[src/rtl/float_pkg.sv]
// ---------------------------------------------------------------------------
// float_pkg : shared bf16 field widths, bias, limits and adder state encoding
// Revision  : 1.0
// ---------------------------------------------------------------------------
`default_nettype none

package float_pkg;

  localparam int BF16_W     = 16;
  localparam int BF16_EXP_W = 8;
  localparam int BF16_MAN_W = 7;
  localparam int BF16_BIAS  = 127;

  localparam logic [BF16_EXP_W-1:0]            BF16_EXP_MAX_FINITE = 8'hFE;
  localparam logic [BF16_MAN_W-1:0]            BF16_MAN_MAX        = 7'h7F;
  localparam logic [BF16_EXP_W+BF16_MAN_W-1:0] BF16_MAX_FINITE_MAG =
    {BF16_EXP_MAX_FINITE, BF16_MAN_MAX};

  typedef enum logic [2:0] {
    IDLE  = 3'd0,
    ALIGN = 3'd1,
    ADD   = 3'd2,
    NORM  = 3'd3,
    ROUND = 3'd4,
    DONE  = 3'd5
  } adder_state_e;

endpackage

`default_nettype wire

[src/rtl/bf16_unpack.sv]
// ---------------------------------------------------------------------------
// bf16_unpack : split a bf16 word into sign, exponent, hidden-bit mantissa
// Revision    : 1.0
// ---------------------------------------------------------------------------
`default_nettype none

module bf16_unpack
  import float_pkg::*;
(
  input  logic [BF16_W-1:0]     word_i,
  output logic                  sign_o,
  output logic [BF16_EXP_W-1:0] exp_o,
  output logic [BF16_MAN_W:0]   man_o,
  output logic                  zero_o
);

  assign sign_o = word_i[BF16_W-1];
  assign exp_o  = word_i[BF16_W-2:BF16_MAN_W];
  // Zero exponent means zero: subnormals are not represented.
  assign zero_o = (word_i[BF16_W-2:BF16_MAN_W] == '0);
  assign man_o  = zero_o ? '0 : {1'b1, word_i[BF16_MAN_W-1:0]};

endmodule

`default_nettype wire

[src/rtl/float_adder_bf16.sv]
// ---------------------------------------------------------------------------
// float_adder_bf16 : iterative bf16 adder, 1-bit/cycle align and normalise.
// Build option     : FLOAT_ADDER_RNE_EN selects round-nearest-even, else truncate
// Revision         : 1.0
// ---------------------------------------------------------------------------
`default_nettype none

module float_adder_bf16
  import float_pkg::*;
#(
  parameter int MAX_ALIGN = 11
)
(
  input  logic        clock,
  input  logic        reset,
  input  logic [15:0] a,
  input  logic [15:0] b,
  input  logic        in_valid,
  output logic        in_ready,
  output logic [15:0] y,
  output logic        out_valid
);

  localparam logic [7:0] ALIGN_CAP = 8'(MAX_ALIGN);

  adder_state_e state_q, state_d;
  logic         sign_q, sign_d;
  logic         sub_q, sub_d;
  logic [8:0]   exp_q, exp_d;
  logic [10:0]  big_m_q, big_m_d;
  logic [10:0]  small_m_q, small_m_d;
  logic [11:0]  sum_q, sum_d;
  logic [7:0]   cnt_q, cnt_d;
  logic [15:0]  y_q, y_d;

  logic       w_a_sign, w_b_sign, w_a_zero, w_b_zero, w_a_big;
  logic [7:0] w_a_exp, w_b_exp, w_a_man, w_b_man;
  logic [7:0] w_ediff, w_dsat;

  bf16_unpack u_unpack_a (
    .word_i (a),
    .sign_o (w_a_sign),
    .exp_o  (w_a_exp),
    .man_o  (w_a_man),
    .zero_o (w_a_zero)
  );

  bf16_unpack u_unpack_b (
    .word_i (b),
    .sign_o (w_b_sign),
    .exp_o  (w_b_exp),
    .man_o  (w_b_man),
    .zero_o (w_b_zero)
  );

  assign w_a_big = w_b_zero || (!w_a_zero && (a[14:0] >= b[14:0]));
  assign w_ediff = w_a_big ? (w_a_exp - w_b_exp) : (w_b_exp - w_a_exp);
  assign w_dsat  = (w_ediff > ALIGN_CAP) ? ALIGN_CAP : w_ediff;

  logic       w_round_up;
  logic [8:0] w_man_rnd;
  logic [9:0] w_exp_rnd;
  logic       w_res_zero;

`ifdef FLOAT_ADDER_RNE_EN
  assign w_round_up = sum_q[2] & (sum_q[1] | sum_q[0] | sum_q[3]);
`else
  assign w_round_up = 1'b0;
`endif

  // Rounding overflow lands on 1.0000000 with bit 8 set; the fraction bits are then 0.
  assign w_man_rnd  = {1'b0, sum_q[10:3]} + {8'd0, w_round_up};
  assign w_exp_rnd  = {1'b0, exp_q} + {9'd0, w_man_rnd[8]};
  assign w_res_zero = (exp_q == 9'd0) || (w_man_rnd[8:7] == 2'b00);

  always_comb begin
    state_d   = state_q;
    sign_d    = sign_q;
    sub_d     = sub_q;
    exp_d     = exp_q;
    big_m_d   = big_m_q;
    small_m_d = small_m_q;
    sum_d     = sum_q;
    cnt_d     = cnt_q;
    y_d       = y_q;

    case (state_q)
      IDLE: begin
        if (in_valid) begin
          state_d   = ALIGN;
          sign_d    = w_a_big ? w_a_sign : w_b_sign;
          sub_d     = w_a_sign ^ w_b_sign;
          exp_d     = {1'b0, (w_a_big ? w_a_exp : w_b_exp)};
          big_m_d   = {(w_a_big ? w_a_man : w_b_man), 3'b000};
          small_m_d = {(w_a_big ? w_b_man : w_a_man), 3'b000};
          cnt_d     = w_dsat;
        end
      end

      ALIGN: begin
        if (cnt_q == 8'd0) begin
          state_d = ADD;
        end else begin
          // Bit 0 is the sticky position and keeps everything shifted past it.
          small_m_d = {1'b0, small_m_q[10:2], small_m_q[1] | small_m_q[0]};
          cnt_d     = cnt_q - 8'd1;
        end
      end

      ADD: begin
        state_d = NORM;
        sum_d   = sub_q ? ({1'b0, big_m_q} - {1'b0, small_m_q})
                        : ({1'b0, big_m_q} + {1'b0, small_m_q});
      end

      NORM: begin
        if (sum_q == 12'd0) begin
          sum_d   = 12'd0;
          exp_d   = 9'd0;
          sign_d  = 1'b0;
          state_d = ROUND;
        end else if (sum_q[11]) begin
          sum_d   = {1'b0, sum_q[11:2], sum_q[1] | sum_q[0]};
          exp_d   = exp_q + 9'd1;
          state_d = ROUND;
        end else if (sum_q[10]) begin
          state_d = ROUND;
        end else if (exp_q <= 9'd1) begin
          sum_d   = 12'd0;
          exp_d   = 9'd0;
          state_d = ROUND;
        end else begin
          sum_d = {sum_q[10:0], 1'b0};
          exp_d = exp_q - 9'd1;
        end
      end

      ROUND: begin
        state_d = DONE;
        if (w_res_zero) begin
          y_d = {sign_q, 15'd0};
        end else if (w_exp_rnd >= 10'd255) begin
          y_d = {sign_q, BF16_MAX_FINITE_MAG};
        end else begin
          y_d = {sign_q, w_exp_rnd[7:0], w_man_rnd[6:0]};
        end
      end

      DONE: begin
        state_d = IDLE;
      end

      default: begin
        state_d = IDLE;
      end
    endcase
  end

  always_ff @(posedge clock) begin
    if (reset) begin
      state_q   <= IDLE;
      sign_q    <= 1'b0;
      sub_q     <= 1'b0;
      exp_q     <= 9'd0;
      big_m_q   <= 11'd0;
      small_m_q <= 11'd0;
      sum_q     <= 12'd0;
      cnt_q     <= 8'd0;
      y_q       <= 16'h0000;
    end else begin
      state_q   <= state_d;
      sign_q    <= sign_d;
      sub_q     <= sub_d;
      exp_q     <= exp_d;
      big_m_q   <= big_m_d;
      small_m_q <= small_m_d;
      sum_q     <= sum_d;
      cnt_q     <= cnt_d;
      y_q       <= y_d;
    end
  end

  assign in_ready  = (state_q == IDLE);
  assign out_valid = (state_q == DONE);
  assign y         = y_q;

endmodule

`default_nettype wire
[config.mk]
export PLATFORM = sky130hd
export DESIGN_NAME = float_adder_bf16
export DESIGN_NICKNAME = d
export VERILOG_FILES = /design/src/rtl/float_pkg.sv /design/src/rtl/bf16_unpack.sv /design/src/rtl/float_adder_bf16.sv
export SDC_FILE = /design/constraint.sdc
export NUM_CORES = 1
export LEC_CHECK = 0
export ABC_AREA = 1
export ABC_CLOCK_PERIOD_IN_PS = 5800
export CORE_ASPECT_RATIO = 1.1
export CORE_MARGIN = 3
export CORE_UTILIZATION = 30
export CTS_CLUSTER_DIAMETER = 50
export CTS_CLUSTER_SIZE = 30
export DETAILED_ROUTE_END_ITERATION = 8
export RECOVER_POWER = 25
export SETUP_SLACK_MARGIN = 0.05
export SYNTH_ARGS = -nofsm -noshare
export SYNTH_HDL_FRONTEND = slang
export SYNTH_HIERARCHICAL = 1
export SYNTH_SLANG_ARGS = --single-unit
[constraint.sdc]
create_clock -name clock -period 5.8 [get_ports clock]
set_input_delay 0.87 -clock clock [delete_from_list [all_inputs] [get_ports clock]]
set_output_delay 0.87 -clock clock [all_outputs]
set_load 0.005 [all_outputs]
==> run_1/layer_met1.png <==
Scale bar: 50 µm. Supply wires on this layer in gray.
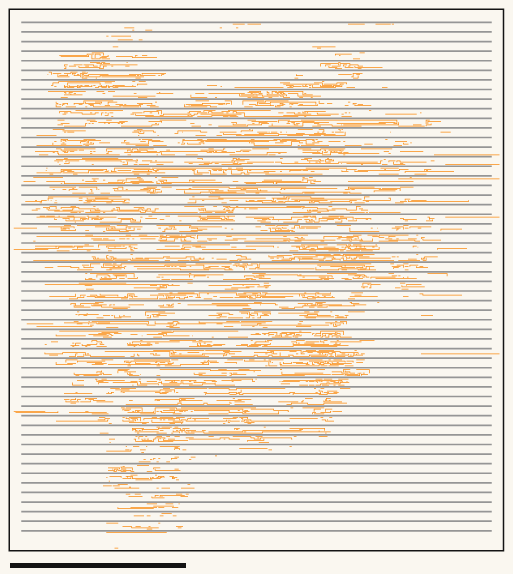
nets with wire on the layer	955
wire length on this layer	7780 µm
main direction	horizontal
share of all routed wire	49%
longest straight run	35.0 µm
final WL: 15800 µm
via count: 5851

==> run_1/layer_met2.png <==
Scale bar: 50 µm.
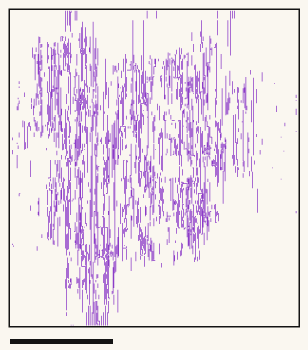
longest straight run	66.0 µm
share of all routed wire	45%
nets with wire on the layer	780
met2 Usage GRT: 0.240

==> run_1/layer_met3.png <==
Cells faint in the background.
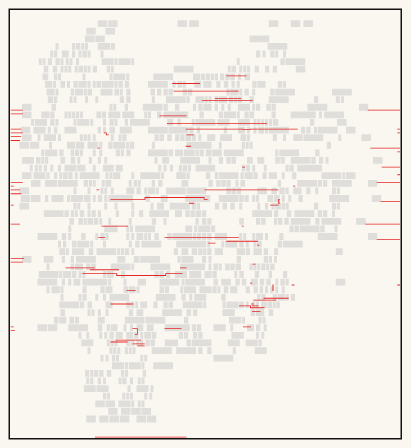
nets with wire on the layer	64
main direction	horizontal
wire length on this layer	562 µm
longest straight run	35.4 µm
share of all routed wire	3.6%
grt met3 use: 0.0232

==> out/qor.yml, run 1 <==
hold_path:
  min_to: "y[10]$_SDFFE_PP0P_"
  hp-class: "reg -> reg"
  holdPathStages: 2
layout:
  comb_share: 0.544
  seq_share: 0.204
  lay_top_count: "nand2_1"
  lay_top_cells: "nand2_1 (142), inv_1 (136), a21oi_1 (113)"
  fill_cells: 2095
  n_antenna_cell: 0
  buffer_area_frac: 0.0808
  largest_register_ffs: 16
  layout-drive-gt1-share: 0.0384
  final-clk-cell-share: 0.0444
  dominant_cells: "combinational gates"
  nNonClkBuffers: 56
  postLayoutCellArea_mm2: 0.00677
clocking:
  cts-htree-levels: 3
  clock-sinks: 69
  cts_setup_buffers: 0
  clk_pin_slew_ps: 60
  cts-root-buf: "clkbuf_16"
  cts_inserted_buffers: 9
  clock_path_buffers: 2
synth:
  ys_area_mm2: 0.00590
  ys_sh_aoi: 0.229
  ys.flops: 69
  ys_sh_mux: 0.00170
  top_cells_by_area: "dfxtp_1 (23%), ha_1 (11%), a21oi_1 (9.6%)"
  adder_share: 0.123
  ys_cells: 914
  synth_area_mm2: 0.00590
  syn_inst: 914
  synth_area_per_cell_um2: 6.46
  xor_share: 0.0297
critical_path:
  crit_fanout: 36
  required_ps: 6020
  cp-end-kind: "flop"
  timing.rr.end: "cnt_q[4]$_SDFFE_PP0P_"
  r2r_cells: 11
  r2r_start: "state_q[0]$_SDFFE_PP0P_"
  worstSetupPathType: "in -> reg"
  worstPathArrival_ps: 3660
  crit_end: "cnt_q[3]$_SDFFE_PP0P_"
place:
  placed_cell_area_mm2: 0.00648
  preCtsSetupSlack_ps: 2000
  io_buffers: 52
  place_hpwl_um: 12300
global_route:
  grt_pass1_vias: 5635
  grt.busiest_layer: "met2"
  track_usage: 0.149
  antenna_found_initial: 0
  gr-usage-met1: 0.203
  grt-ovfl-total: 0
final_timing:
  max_freq_mhz: 290
  fin_tns_setup_ps: 0
  timing.slew.headroom: 0.300
  finalClockSkew_ps: 6.52
  worst_pin_slew_ps: 1040
  layout_setup_ws_ps: 2350
  setup_viol: 0
  hold_viol: 0
  finalWorstPathRequiredPeriod_ps: 3450
drt:
  met2_length_um: 7180
  drc_errors: 0
  vias_per_cell: 4.94
  drt.antenna.violating_nets: 0
  wl_met1_um: 7780
  drt_pass1_iterations: 6
  top_layer: "met4"
  drt-initial-drc-count: 354
floorplan:
  chipArea_mm2: 0.0214
  io_pins: 53
  initial_core_util: 0.307
  core_region_area_mm2: 0.0192
  num_tap_cells: 247
  dieHeight_um: 153
power:
  finalPower_mw: 2.73
  vdd_drop_max_mv: 0.192
  p_leak_nw: 3.13
  power.density_mw_per_mm2: 404
flow_run:
  maxCapViolations: 0
run_status:
  status: "finished, final reports clean"
## run 1: through the flow
stage / util / hold slack (ps) / cells
6_report: 0.352 / 461 / 1184
5_1_grt: 0.352 / 477 / 1184
4_1_cts: 0.353 / 466 / 1184
3_5_place_dp: 0.337 / 457 / 1169
3_3_place_gp: 0.337 / 455 / 1169
2_1_floorplan: - / 444 / 914
## run 1: cell usage after synthesis, drive strengths merged
| master | count |
|---|---|
| xnor2 | 5 |
| a31oi | 4 |
| a21oi | 113 |
| a211oi | 6 |
| o221ai | 1 |
| nand4 | 9 |
| o31ai | 8 |
| o22ai | 6 |
| nor3 | 15 |
| dfxtp | 69 |
| o32ai | 3 |
| o31a | 1 |
| a21o | 1 |
| clkinv | 2 |
| xor2 | 15 |
| or2 | 2 |
| inv | 144 |
| o21ai | 83 |
| or3 | 1 |
| o21bai | 10 |
| nand3 | 54 |
| ha | 53 |
| o21a | 1 |
| nand3b | 4 |
| nand2 | 144 |
| a221oi | 1 |
| mux2i | 1 |
| buf | 31 |
| clkbuf | 17 |
| fa | 3 |
| nor2 | 100 |
| o41ai | 1 |
| o211ai | 6 |
## run 1: worst max-delay path, cell delays in order
cell             delay, ps
clkdlybuf4s50_1        610
inv_1                   80
ha_1                   290
nand2_1                 60
nand2_1                 40
nand2_1                 60
a21oi_1                 70
nor2_1                 110
nand2_1                 60
nand2_1                150
nand2_2                370
inv_2                  420
nand2_1                 90
nand2_1                150
nand3_1                100
nand2_1                 70
a21oi_1                 60
## run 1: power breakdown
part | total (mW) | switching [mW] | internal (mW)
registers | 0.759 | 0.148 | 0.611
logic | 1.42 | 0.907 | 0.508
clock network | 0.560 | 0.208 | 0.352
total | 2.73 | 1.26 | 1.47
==> inputs of run 2 (changes only) <==
Settings changed: ABC_CLOCK_PERIOD_IN_PS 5800 to 2800.
Clock period 5.8 ns to 2.8 ns, I/O delays scaled along.
==> run 2 against run 1 <==
Compared with the run above: first-iteration DRC count fell by 0.56%; via count rose by 0.22%; routed wire length is 0.71% lower; worst hold slack worse by 0.65 ps; count of clock-buffer cells in the layout grew 1; critical endpoint is now cnt_q[0]$_SDFFE_PP0P_; critical path type unchanged; sequential power up 100%; die area is the same; clock power rose by 110%.
==> out/qor.yml, run 2 <==
layout:
  largest_register_ffs: 16  # unchanged
  layout-drive-gt1-share: 0.0655  # +0.0271
  lay_top_cells: "nand2_1 (142), inv_1 (136), a21oi_1 (113)"
  postLayoutCellArea_mm2: 0.00697  # +3.0%
  final_core_util: 0.362  # +0.0105
  lay_top_count: "nand2_1"
  n_antenna_cell: 0  # unchanged
  fill_cells: 2133  # +1.8%
  stdcell_count: 1209  # +2.1%
synth:
  yosysMostFrequentCell: "nand2_1"
  ys_top_cells_by_count: "nand2_1 (142), inv_1 (136), a21oi_1 (113)"
  ys_cells: 914  # unchanged
  edf_count: 0  # unchanged
  syn_inst: 914  # unchanged
  synth_area_mm2: 0.00590  # unchanged
  ys_area_mm2: 0.00590  # unchanged
  synth-async-reset-ratio: 0  # unchanged
  top_cells_by_area: "dfxtp_1 (23%), ha_1 (11%), a21oi_1 (9.6%)"
  yosys_most_used_dff: "dfxtp_1"
  ys.flops: 69  # unchanged
clocking:
  clock_path_buffers: 2  # unchanged
  clock-sinks: 69  # unchanged
  cts-root-buf: "clkbuf_16"
  clk_pin_slew_ps: 60  # about the same
  cts_inserted_buffers: 9  # unchanged
hold_path:
  hp-class: "reg -> reg"
run_status:
  status: "finished, final reports clean"
critical_path:
  required_ps: 3010  # -3010 ps
  worstSetupPathType: "in -> reg"
  crit_top_cell: "nand2_1"
  crit_start: "a[9]"
  slowest_delay_ps: 540  # -70 ps
  worstPathArrival_ps: 2690  # -970 ps
  crit_fanout: 8  # -78%
  worstPathCellList: "clkdlybuf4s50_1 -> inv_1 -> ha_1 -> a21oi_1 -> nand2_1 -> nand2_1 -> nand2_1 -> nand2_1 -> nand2_1 -> nor3_1 -> nand2_1 -> nand2_1 -> nand3_1 -> nand2_1 -> a21oi_1"
  crit_path_top_delay_cell: "clkdlybuf4s50_1"
global_route:
  grt-ovfl-total: 0  # unchanged
  gr-usage-met1: 0.197  # -0.00517
  grt_pass1_vias: 5597  # -0.67%
  antenna_found_initial: 0  # unchanged
floorplan:
  dieHeight_um: 153  # unchanged
  io_pins: 53  # unchanged
  num_rows: 53
  initial_core_util: 0.307  # unchanged
  core_region_area_mm2: 0.0192  # unchanged
power:
  p_leak_nw: 3.25  # +3.8%
  finalPower_mw: 5.70  # +110%
  vdd_drop_max_mv: 0.372  # +94%
  p_clk_frac: 0.203  # -0.002
  sw_frac_of_total: 0.457  # -0.00497
  switchingPower_mw: 2.61  # +110%
  p_seq_frac: 0.272  # -0.006
  p_int_mw: 3.10  # +110%
  power_frac_comb: 0.525  # +0.007
  power.density_mw_per_mm2: 818  # +100%
place:
  placed_cell_area_mm2: 0.00667  # +2.9%
  preCtsSetupSlack_ps: -31.4  # -2030 ps
  io_buffers: 52  # unchanged
drt:
  drc_errors: 0  # unchanged
  vias_per_cell: 4.85  # -1.9%
  drt-initial-drc-count: 352  # -0.56%
  route.vias.total: 5864  # +0.22%
  routed_wl_um: 15700  # -0.71%
  drt_pass1_iterations: 5  # -1
  drt.antenna.violating_nets: 0  # unchanged
final_timing:
  worst_pin_slew_ps: 554  # -491 ps
  layout_setup_ws_ps: 318  # -2040 ps
  hold_viol: 0  # unchanged
  whs_ps: 461  # -0.653 ps
  fin_tns_setup_ps: 0  # unchanged
  finalWorstPathRequiredPeriod_ps: 2480
  setup_viol: 0  # unchanged
  timing.slew.headroom: 0.629  # +0.328
  finalClockSkew_ps: 7.76  # +1.24 ps
flow_run:
  maxCapViolations: 0  # unchanged
[run 2: cell counts after synthesis]
Identical to the previous run, type by type.
[run 2: critical path, delay by kind of cell]
family	cells	cell delay (ps)
and+or+nand+nor	10	1000
buffers and inverters	2	620
adders and majority gates	1	400
AOI/OAI and AO/OA	2	250
[run 2: area by class of cell]
cell class,instances,area (µm²),share of cell area
Timing Repair Buffer,81,738,0.106
Multi-Input combinational cell,651,3690,0.530
Inverter,146,548,0.0786
Tap cell,247,309,0.0443
Clock inverter,3,45.0,0.00646
Clock buffer,12,256,0.0368
Sequential cell,69,1380,0.198
[run 2: cell families (layout without fill, tap and decap cells)]
group | after synthesis | after routing | share of synthesized area
buffers and inverters | 194 | 242 | 0.140
xor gates and xnor gates | 20 | 20 | 0.0297
AOI/OAI and AO/OA | 245 | 245 | 0.229
adders and majority gates | 56 | 56 | 0.123
muxes | 1 | 1 | 0.00170
and+or+nand+nor | 329 | 329 | 0.243
DFF | 69 | 69 | 0.234
[run 2: path summary, 6_finish.rpt]
path	end	slack, ps	cells past startpoint
worst max-delay path	cnt_q[0]$_SDFFE_PP0P_	320	15
worst max register to register	sum_q[9]$_SDFFE_PP0P_	620	13
worst min-delay path	y[3]$_SDFFE_PP0P_	460	2
worst min register to register	y[3]$_SDFFE_PP0P_	460	2
[run 2: power by group through the flow]
stage | Combinational (mW) | Clock, mW | Sequential (mW)
after global routing | 3.45 | 1.23 | 1.60
after global placement | 2.97 | 0 | 1.57
after detailed placement | 2.98 | 0 | 1.57
after CTS | 3.00 | 1.18 | 1.55
after floorplan | 2.33 | 0 | 1.48
final | 2.99 | 1.16 | 1.55
[run 2: metal layers]
metal	routed length [µm]	share of wire
met5	0	0
met4	311	0.020
met3	536	0.034
met2	7210	0.46
met1	7680	0.49
==> run_2/congestion.png <==
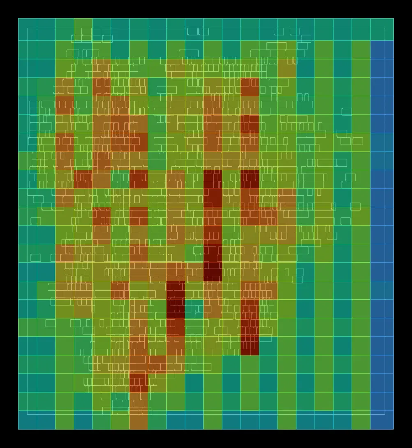
GRT Max-Usage Layer: met2
met2 Usage GRT: 0.245

No activity file was given, so power comes from the tool's default toggle rates.
